### Routed metal per tile, run 1

(4 px per um) The die is cut into 20 by 14 equal tiles; dark blue is low, red is high, scaled to the fullest tile. Values are wire area over tile area, all layers added.
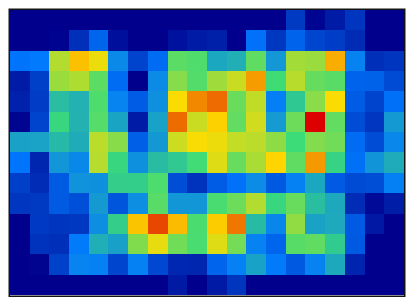
### Register map, names as in the netlist, run 1

(6 px per um) Other sequential cells in the stronger grey, the rest of the logic in the fainter grey.
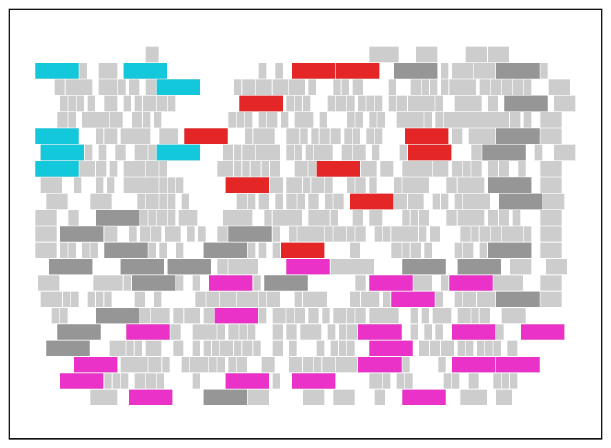
### Nets reached from selected ports, run 1

(4 px per um)
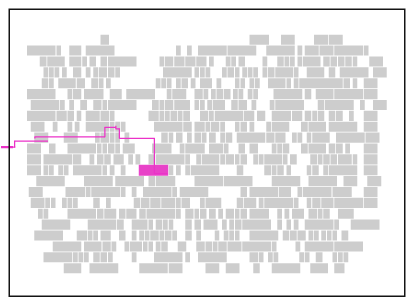
==> src/rtl/game_supervisor_if.sv <==
// game_supervisor_if
//   Bundles the game-control signals exchanged between the supervisor core and
//   the surrounding blocks: clockdiv, the buttons and switches, the game logic,
//   and the VGA and 7-segment display blocks.
//   Ports (signals):
//     tick           1-cycle game-rate strobe
//     flap_btn       raw flap pushbutton (asynchronous)
//     pause_sw       pause switch level (asynchronous)
//     collision      bird/pillar/ground hit level
//     pillar_passed  per-pillar pass flags, sampled on tick
//     game_state     0=IDLE 1=PLAY 2=PAUSE 3=LOST
//     game_en        physics advance strobe
//     flap_pulse     debounced flap pulse
//     lost           high while in LOST
//     score          current score
//     high_score     best score since reset
//     new_record     1-cycle pulse on high-score update
//   Modports: master drives the inputs of the core; slave is the core itself.
`timescale 1ns/1ps
interface game_supervisor_if #(
    parameter int NUM_PILLARS = 2,
    parameter int SCORE_W     = 10
);
    logic                   tick;
    logic                   flap_btn;
    logic                   pause_sw;
    logic                   collision;
    logic [NUM_PILLARS-1:0] pillar_passed;
    logic [1:0]             game_state;
    logic                   game_en;
    logic                   flap_pulse;
    logic                   lost;
    logic [SCORE_W-1:0]     score;
    logic [SCORE_W-1:0]     high_score;
    logic                   new_record;

    modport master (
        output tick, flap_btn, pause_sw, collision, pillar_passed,
        input  game_state, game_en, flap_pulse, lost, score, high_score, new_record
    );

    modport slave (
        input  tick, flap_btn, pause_sw, collision, pillar_passed,
        output game_state, game_en, flap_pulse, lost, score, high_score, new_record
    );
endinterface

==> src/rtl/game_supervisor.sv <==
// game_supervisor
//   Game-control core for the Flappy Bird design. It provides:
//     - an IDLE/PLAY/PAUSE/LOST state machine
//     - a debounced flap pulse
//     - a saturating score register, incremented by the number of pillars
//       passed per tick
//     - a high-score register with a new-record pulse
//   Every output is registered.
//   Ports:
//     clk    master clock; all logic runs on the rising edge
//     clr_n  synchronous active-low reset
//     bus    game_supervisor_if.slave (see the interface header for signals)
`timescale 1ns/1ps
module game_supervisor #(
    parameter int NUM_PILLARS     = 2,
    parameter int SCORE_W         = 10,
    parameter int MAX_SCORE       = 999,
    parameter int DEBOUNCE_CYCLES = 1000000,
    parameter int LOST_HOLD_TICKS = 100
) (
    input  logic                clk,
    input  logic                clr_n,
    game_supervisor_if.slave    bus
);

    localparam int DB_W   = $clog2(DEBOUNCE_CYCLES + 1);
    localparam int HOLD_W = $clog2(LOST_HOLD_TICKS + 1);
    localparam int PC_W   = $clog2(NUM_PILLARS + 1);

    localparam logic [DB_W-1:0]    DB_LAST  = DB_W'(DEBOUNCE_CYCLES - 1);
    localparam logic [HOLD_W-1:0]  HOLD_MAX = HOLD_W'(LOST_HOLD_TICKS);
    localparam logic [SCORE_W:0]   MAX_EXT  = (SCORE_W + 1)'(MAX_SCORE);

    typedef enum logic [1:0] {
        IDLE  = 2'd0,
        PLAY  = 2'd1,
        PAUSE = 2'd2,
        LOST  = 2'd3
    } state_t;

    state_t state, state_next;

    logic               flap_sync_p0, flap_sync_p1;
    logic               pause_sync_p0, pause_sync_p1;
    logic               coll_sync_p0, coll_sync_p1;
    logic [DB_W-1:0]    db_cnt;
    logic               flap_db, flap_db_d;
    logic               flap_pulse;
    logic               game_en;
    logic               lost;
    logic               lost_entry;
    logic               new_record;
    logic [HOLD_W-1:0]  hold_cnt;
    logic [SCORE_W-1:0] score, high_score;

    function automatic logic [PC_W-1:0] popcount(input logic [NUM_PILLARS-1:0] v);
        logic [PC_W-1:0] cnt;
        cnt = '0;
        for (int i = 0; i < NUM_PILLARS; i++) begin
            cnt = cnt + PC_W'(v[i]);
        end
        return cnt;
    endfunction

    function automatic logic [SCORE_W-1:0] sat_add(input logic [SCORE_W-1:0] a,
                                                   input logic [PC_W-1:0]    b);
        logic [SCORE_W:0] sum;
        sum = {1'b0, a} + (SCORE_W + 1)'(b);
        if (sum > MAX_EXT) begin
            return MAX_EXT[SCORE_W-1:0];
        end
        return sum[SCORE_W-1:0];
    endfunction

    // Stage p0/p1: two-flop synchronisers for the asynchronous inputs
    always_ff @(posedge clk) begin
        if (!clr_n) begin
            flap_sync_p0  <= 1'b0;
            flap_sync_p1  <= 1'b0;
            pause_sync_p0 <= 1'b0;
            pause_sync_p1 <= 1'b0;
            coll_sync_p0  <= 1'b0;
            coll_sync_p1  <= 1'b0;
        end else begin
            flap_sync_p0  <= bus.flap_btn;
            flap_sync_p1  <= flap_sync_p0;
            pause_sync_p0 <= bus.pause_sw;
            pause_sync_p1 <= pause_sync_p0;
            coll_sync_p0  <= bus.collision;
            coll_sync_p1  <= coll_sync_p0;
        end
    end

    // Debounce: the counter runs only while the synced level disagrees with the
    // debounced one, so any return to the old level restarts the count.
    always_ff @(posedge clk) begin
        if (!clr_n) begin
            db_cnt     <= '0;
            flap_db    <= 1'b0;
            flap_db_d  <= 1'b0;
            flap_pulse <= 1'b0;
        end else begin
            if (flap_sync_p1 != flap_db) begin
                if (db_cnt == DB_LAST) begin
                    flap_db <= flap_sync_p1;
                    db_cnt  <= '0;
                end else begin
                    db_cnt <= db_cnt + 1'b1;
                end
            end else begin
                db_cnt <= '0;
            end
            flap_db_d  <= flap_db;
            flap_pulse <= flap_db & ~flap_db_d;
        end
    end

    always_comb begin
        state_next = state;
        case (state)
            IDLE: begin
                if (flap_pulse) state_next = PLAY;
            end
            PLAY: begin
                if (coll_sync_p1)       state_next = LOST;
                else if (pause_sync_p1) state_next = PAUSE;
            end
            PAUSE: begin
                if (!pause_sync_p1) state_next = PLAY;
            end
            LOST: begin
                if (hold_cnt == HOLD_MAX && flap_pulse) state_next = IDLE;
            end
            default: state_next = IDLE;
        endcase
    end

    // State, score and record registers
    always_ff @(posedge clk) begin
        if (!clr_n) begin
            state      <= IDLE;
            game_en    <= 1'b0;
            lost       <= 1'b0;
            lost_entry <= 1'b0;
            new_record <= 1'b0;
            hold_cnt   <= '0;
            score      <= '0;
            high_score <= '0;
        end else begin
            state      <= state_next;
            game_en    <= bus.tick && (state == PLAY);
            lost       <= (state_next == LOST);
            lost_entry <= (state != LOST) && (state_next == LOST);

            // A pass on the same tick as a collision still counts because the
            // score update depends only on the current state being PLAY.
            if (state == IDLE && state_next == PLAY) begin
                score <= '0;
            end else if (state == PLAY && bus.tick) begin
                score <= sat_add(score, popcount(bus.pillar_passed));
            end

            if (state == LOST && state_next == LOST) begin
                if (bus.tick && hold_cnt != HOLD_MAX) hold_cnt <= hold_cnt + 1'b1;
            end else begin
                hold_cnt <= '0;
            end

            // Compare one cycle after entering LOST so the final tick's score is included.
            new_record <= 1'b0;
            if (lost_entry && score > high_score) begin
                high_score <= score;
                new_record <= 1'b1;
            end
        end
    end

    assign bus.game_state = state;
    assign bus.game_en    = game_en;
    assign bus.flap_pulse = flap_pulse;
    assign bus.lost       = lost;
    assign bus.score      = score;
    assign bus.high_score = high_score;
    assign bus.new_record = new_record;

endmodule

==> src/flat_wrapper.sv <==
// flat-port wrapper written by rule: the top's interface ports become plain ports
module game_supervisor_flat 
#(
    parameter int NUM_PILLARS     = 2,
    parameter int SCORE_W         = 10,
    parameter int MAX_SCORE       = 999,
    parameter int DEBOUNCE_CYCLES = 1000000,
    parameter int LOST_HOLD_TICKS = 100
)
  (clk, clr_n, bus_tick, bus_flap_btn, bus_pause_sw, bus_collision, bus_pillar_passed, bus_game_state, bus_game_en, bus_flap_pulse, bus_lost, bus_score, bus_high_score, bus_new_record);
  game_supervisor_if #(.NUM_PILLARS(NUM_PILLARS), .SCORE_W(SCORE_W)) bus_i ();
  input  logic clk;
  input  logic clr_n;
  input wire logic [$bits(bus_i.tick)-1:0] bus_tick;
  input wire logic [$bits(bus_i.flap_btn)-1:0] bus_flap_btn;
  input wire logic [$bits(bus_i.pause_sw)-1:0] bus_pause_sw;
  input wire logic [$bits(bus_i.collision)-1:0] bus_collision;
  input wire logic [$bits(bus_i.pillar_passed)-1:0] bus_pillar_passed;
  output wire logic [$bits(bus_i.game_state)-1:0] bus_game_state;
  output wire logic [$bits(bus_i.game_en)-1:0] bus_game_en;
  output wire logic [$bits(bus_i.flap_pulse)-1:0] bus_flap_pulse;
  output wire logic [$bits(bus_i.lost)-1:0] bus_lost;
  output wire logic [$bits(bus_i.score)-1:0] bus_score;
  output wire logic [$bits(bus_i.high_score)-1:0] bus_high_score;
  output wire logic [$bits(bus_i.new_record)-1:0] bus_new_record;
  assign bus_i.tick = bus_tick;
  assign bus_i.flap_btn = bus_flap_btn;
  assign bus_i.pause_sw = bus_pause_sw;
  assign bus_i.collision = bus_collision;
  assign bus_i.pillar_passed = bus_pillar_passed;
  assign bus_game_state = bus_i.game_state;
  assign bus_game_en = bus_i.game_en;
  assign bus_flap_pulse = bus_i.flap_pulse;
  assign bus_lost = bus_i.lost;
  assign bus_score = bus_i.score;
  assign bus_high_score = bus_i.high_score;
  assign bus_new_record = bus_i.new_record;
  game_supervisor #(.NUM_PILLARS(NUM_PILLARS), .SCORE_W(SCORE_W), .MAX_SCORE(MAX_SCORE), .DEBOUNCE_CYCLES(DEBOUNCE_CYCLES), .LOST_HOLD_TICKS(LOST_HOLD_TICKS)) u_core (.clk(clk), .clr_n(clr_n), .bus(bus_i));
endmodule
==> config.mk <==
export PLATFORM = sky130hd
export DESIGN_NAME = game_supervisor_flat
export DESIGN_NICKNAME = d
export VERILOG_FILES = /design/src/rtl/game_supervisor_if.sv /design/src/rtl/game_supervisor.sv /design/src/flat_wrapper.sv
export SDC_FILE = /design/constraint.sdc
export NUM_CORES = 1
export LEC_CHECK = 0
export ABC_AREA = 1
export CAP_MARGIN = 25
export CORE_ASPECT_RATIO = 0.7
export CORE_MARGIN = 4
export CORE_UTILIZATION = 55
export CTS_CLUSTER_DIAMETER = 60
export DETAILED_ROUTE_END_ITERATION = 6
export GPL_TIMING_DRIVEN = 0
export MAX_ROUTING_LAYER = met4
export PLACE_DENSITY = 0.79
export SLEW_MARGIN = 10
export SYNTH_ARGS = -nofsm -noshare
export SYNTH_HDL_FRONTEND = slang
export SYNTH_SLANG_ARGS = --single-unit
==> constraint.sdc <==
create_clock -name clk -period 2.65 [get_ports clk]
set_input_delay 0.53 -clock clk [delete_from_list [all_inputs] [get_ports clk]]
set_output_delay 0.53 -clock clk [all_outputs]
set_load 0.02 [all_outputs]
==> reports/summary.txt, run 1 <==
Hold worst-path end: u_core.bus.flap_pulse
CTS resizes: 0
H-tree Lvls: 3
Synth Cell Area: 3150 um2
M1 GR Usage: 27.9%
I/O Buffers: 33
Top logic cells by instance count in the layout: 89 x nand2_1, 67 x inv_1, 62 x dfxtp_1
CTS Buf Count: 9
Comb/total area: 42.5%
Initial antenna violation count: 0
Seq. cell area: 1240 um2
HP Class: reg -> reg
Hold path cells: 1
DP Worst Slack: -0.0509 ns
Crit start category: input pin
First-pass GRT wire length: 11200 um
Die Ht: 71.3 um
Area leader, netlist: dfxtp_1
GRT Total Usage: 20.3%
Status: completed
Seq share, synth: 39.4%
## Picture notes: 'Routed metal per tile'
- fullest tile: 0.49
- densest ninth of the die: middle
- emptiest ninth of the die: bottom left

## Picture notes: 'Register map, names as in the netlist'
- u_core.hold_cnt: cyan (sequential cells 7)
- u_core.bus.score: red (sequential cells 10)
- u_core.db_cnt: magenta (sequential cells 20)
- not coloured: 25

## Picture notes: 'Nets reached from selected ports'
- bus_flap_pulse: magenta (bits 1; direction output; edge left; end cells 1; wire 58.2 um)

==> run 1: cell families after synthesis <==
family | count (synthesis) | synth area share, %
and+or+nand+nor | 198 | 30.4
buffers and inverters | 81 | 9.92
AOI/OAI and AO/OA | 66 | 11.3
DFF | 62 | 39.4
adders and majority gates | 15 | 6.19
xor gates and xnor gates | 10 | 2.78
==> run 1: report_power, final <==
part	total, mW	switching [mW]	leakage [nW]	internal [mW]
combinational	0.0415	0.0241	0.915	0.0174
clock	0.795	0.365	0.0883	0.430
sequential	0.938	0.00181	0.500	0.936
==> run 1: worst max-delay path by stage <==
stage / start / to / slack [ns]
2_1_floorplan: bus_pillar_passed[0] / u_core.bus.score[1] / 0.61
3_3_place_gp: bus_pillar_passed[0] / u_core.bus.score[5] / -0.01
3_5_place_dp: bus_pillar_passed[0] / u_core.bus.score[5] / -0.05
4_1_cts: bus_pillar_passed[0] / u_core.bus.score[1] / 0.31
5_1_grt: bus_pillar_passed[0] / u_core.bus.score[1] / 0.16
6_report: bus_pillar_passed[0] / u_core.bus.score[5] / 0.28
==> run 1: state kept, by name, indices dropped and copies added (netlist names) <==
name                   count
u_core.pause_sync_p1       1
u_core.bus.flap_pulse      1
u_core.bus.game_state      2
u_core.bus.new_record      1
u_core.bus.game_en         1
u_core.coll_sync_p1        1
u_core.bus.lost            1
u_core.pause_sync_p0       1
u_core.flap_sync_p0        1
u_core.hold_cnt            7
u_core.coll_sync_p0        1
u_core.flap_db             1
u_core.flap_sync_p1        1
u_core.lost_entry          1
u_core.db_cnt             20
u_core.flap_db_d           1
u_core.bus.score          10
u_core.bus.high_score     10
==> run 1: per-layer routing <==
layer,vias up,wire length (um)
met3,10,456
li1,1459,-
met5,-,0
met4,0,65
met1,1204,3280
met2,90,2730
### Cell outlines without signal wires, run 1

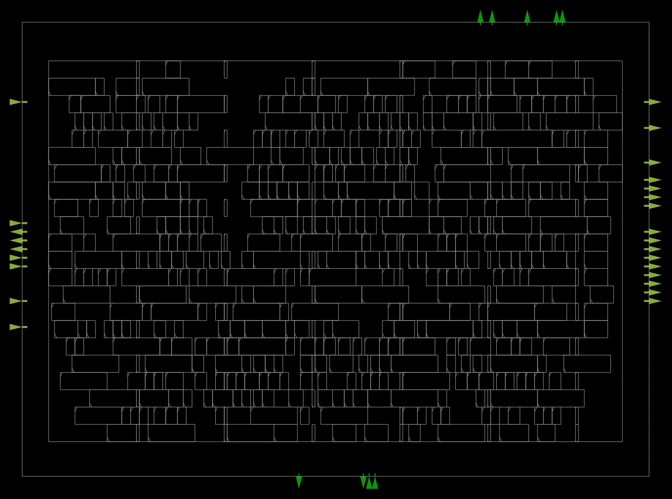

--- run 2 (diff from run 1) ---
==> constraint.sdc (replaced) <==
create_clock -name clk -period 2.35 [get_ports clk]
set_input_delay 0.47 -clock clk [delete_from_list [all_inputs] [get_ports clk]]
set_output_delay 0.47 -clock clk [all_outputs]
set_load 0.02 [all_outputs]
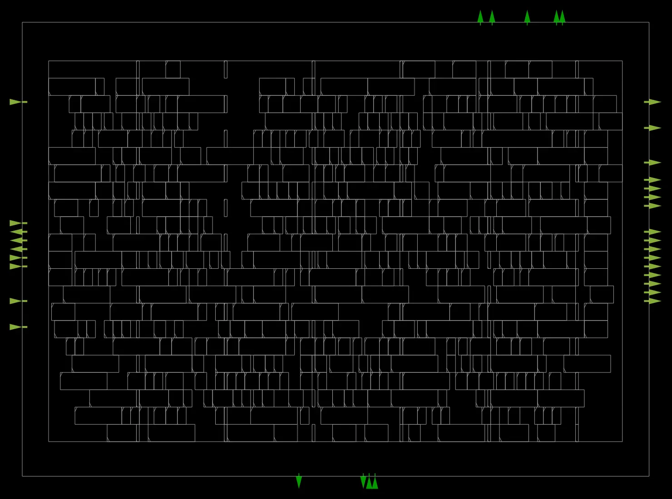
*Cell outlines without signal wires, run 2*
Fillers: 465
Tapcells: 72
core footprint: 5400 um2
final core utilization: 69.9%

==> reports/summary.txt, run 2 <==
Seq share, synth: 39.4% (unchanged)
Initial antenna violation count: 0 (unchanged)
Flop pwr share: 52.9% (about the same)
Comb power frac: 2.3% (about the same)
Metal2 WL: 2730 um (unchanged)
Die Ht: 71.3 um (unchanged)
CTS resizes: 0 (unchanged)
DP Worst Slack: -0.291 ns (-0.240 ns)
I/O Buffers: 33 (unchanged)
Crit start category: input pin
Synth Cell Area: 3150 um2 (unchanged)
Yosys top cell by instances: nand2_1
Status: completed
CP delay by family, top: adder cells
Worst path arrival time: 2.46 ns
Final Hold Vio Count: 0
Max reg flops: 20 (unchanged)
Hold path cells: 1 (unchanged)
Biggest regs: u_core.db_cnt x20, u_core.bus.high_score x10, u_core.bus.score x10
Max Cap Viol: 0
Hold worst-path end: u_core.bus.flap_pulse
Final nets: 499
CP startpoint: bus_pillar_passed[0]
GRT Total Usage: 20.3% (unchanged)
CP endpoint: u_core.bus.score[1]
Total net switching power: 0.440 mW (+12%)
Area leader, netlist: dfxtp_1
HP Class: reg -> reg
DR WL met3: 464 um (+1.8%)
Clock share of power: 44.8% (about the same)
CTS Buf Count: 9 (unchanged)
Top layer reached by signal wires: met4
H-tree Lvls: 3 (unchanged)
Internal power: 1.56 mW (+13%)
WL met1: 3270 um (about the same)
Slew HR: 71.1%
Hold_sp: u_core.flap_db_d
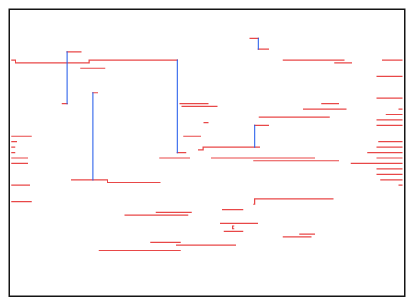
*Wiring by layer, run 2*
(4 px per um) Two of the layers only.
- met4: blue (wire length 66.0 um)
- met3: red (wire length 465 um)

## run 2: layout make-up
class                           count  area (um2)
Fill cell                         465        1620
Clock buffer                       10         128
Clock inverter                      6        62.6
Buffer                              7        35.0
Tap cell                           72        90.1
Inverter                           74         278
Timing Repair Buffer               33         330
Multi-Input combinational cell    289        1610
Sequential cell                    62        1240
## run 2: power groups by stage
stage	Clock, mW	Combinational, mW	Sequential, mW
global route	0.971	0.0530	1.06
finish	0.896	0.0469	1.06
global placement	0	0.0455	1.08
detailed placement	0	0.0465	1.08
floorplan	0	0.0253	1.08
CTS	0.923	0.0470	1.06
## run 2: kinds of logic (layout without fill, tap and decap cells)
| family | count (synthesis) | in the layout | synth area share [%] |
|---|---|---|---|
| adder cells (fa/ha/maj) | 15 | 15 | 6.19 |
| buffers and inverters | 81 | 130 | 9.92 |
| XOR/XNOR | 10 | 10 | 2.78 |
| flip-flops | 62 | 62 | 39.4 |
| AND-OR/OR-AND | 66 | 66 | 11.3 |
| AND/OR/NAND/NOR | 198 | 198 | 30.4 |
## run 2: per-layer routing
metal | up-vias | global-route usage (%)
li1 | 1459 | -
met4 | 0 | 7.12
met2 | 91 | 29.3
met5 | - | -
met1 | 1214 | 27.9
met3 | 10 | 4.96
## run 2: stage by stage
step / power (mW) / area [um2] / utilization (%) / std cells / setup TNS, ns
finish: 2.00 / 3770 / 69.9 / 553 / 0
global placement: 1.13 / 3570 / 66.2 / 537 / -1.77
global route: 2.08 / 3770 / 69.9 / 553 / 0
floorplan: 1.11 / 3150 / - / 432 / 0
detailed placement: 1.13 / 3570 / 66.2 / 537 / -2.16
CTS: 2.03 / 3760 / 69.8 / 553 / 0
Power and IR drop assume default switching activity.
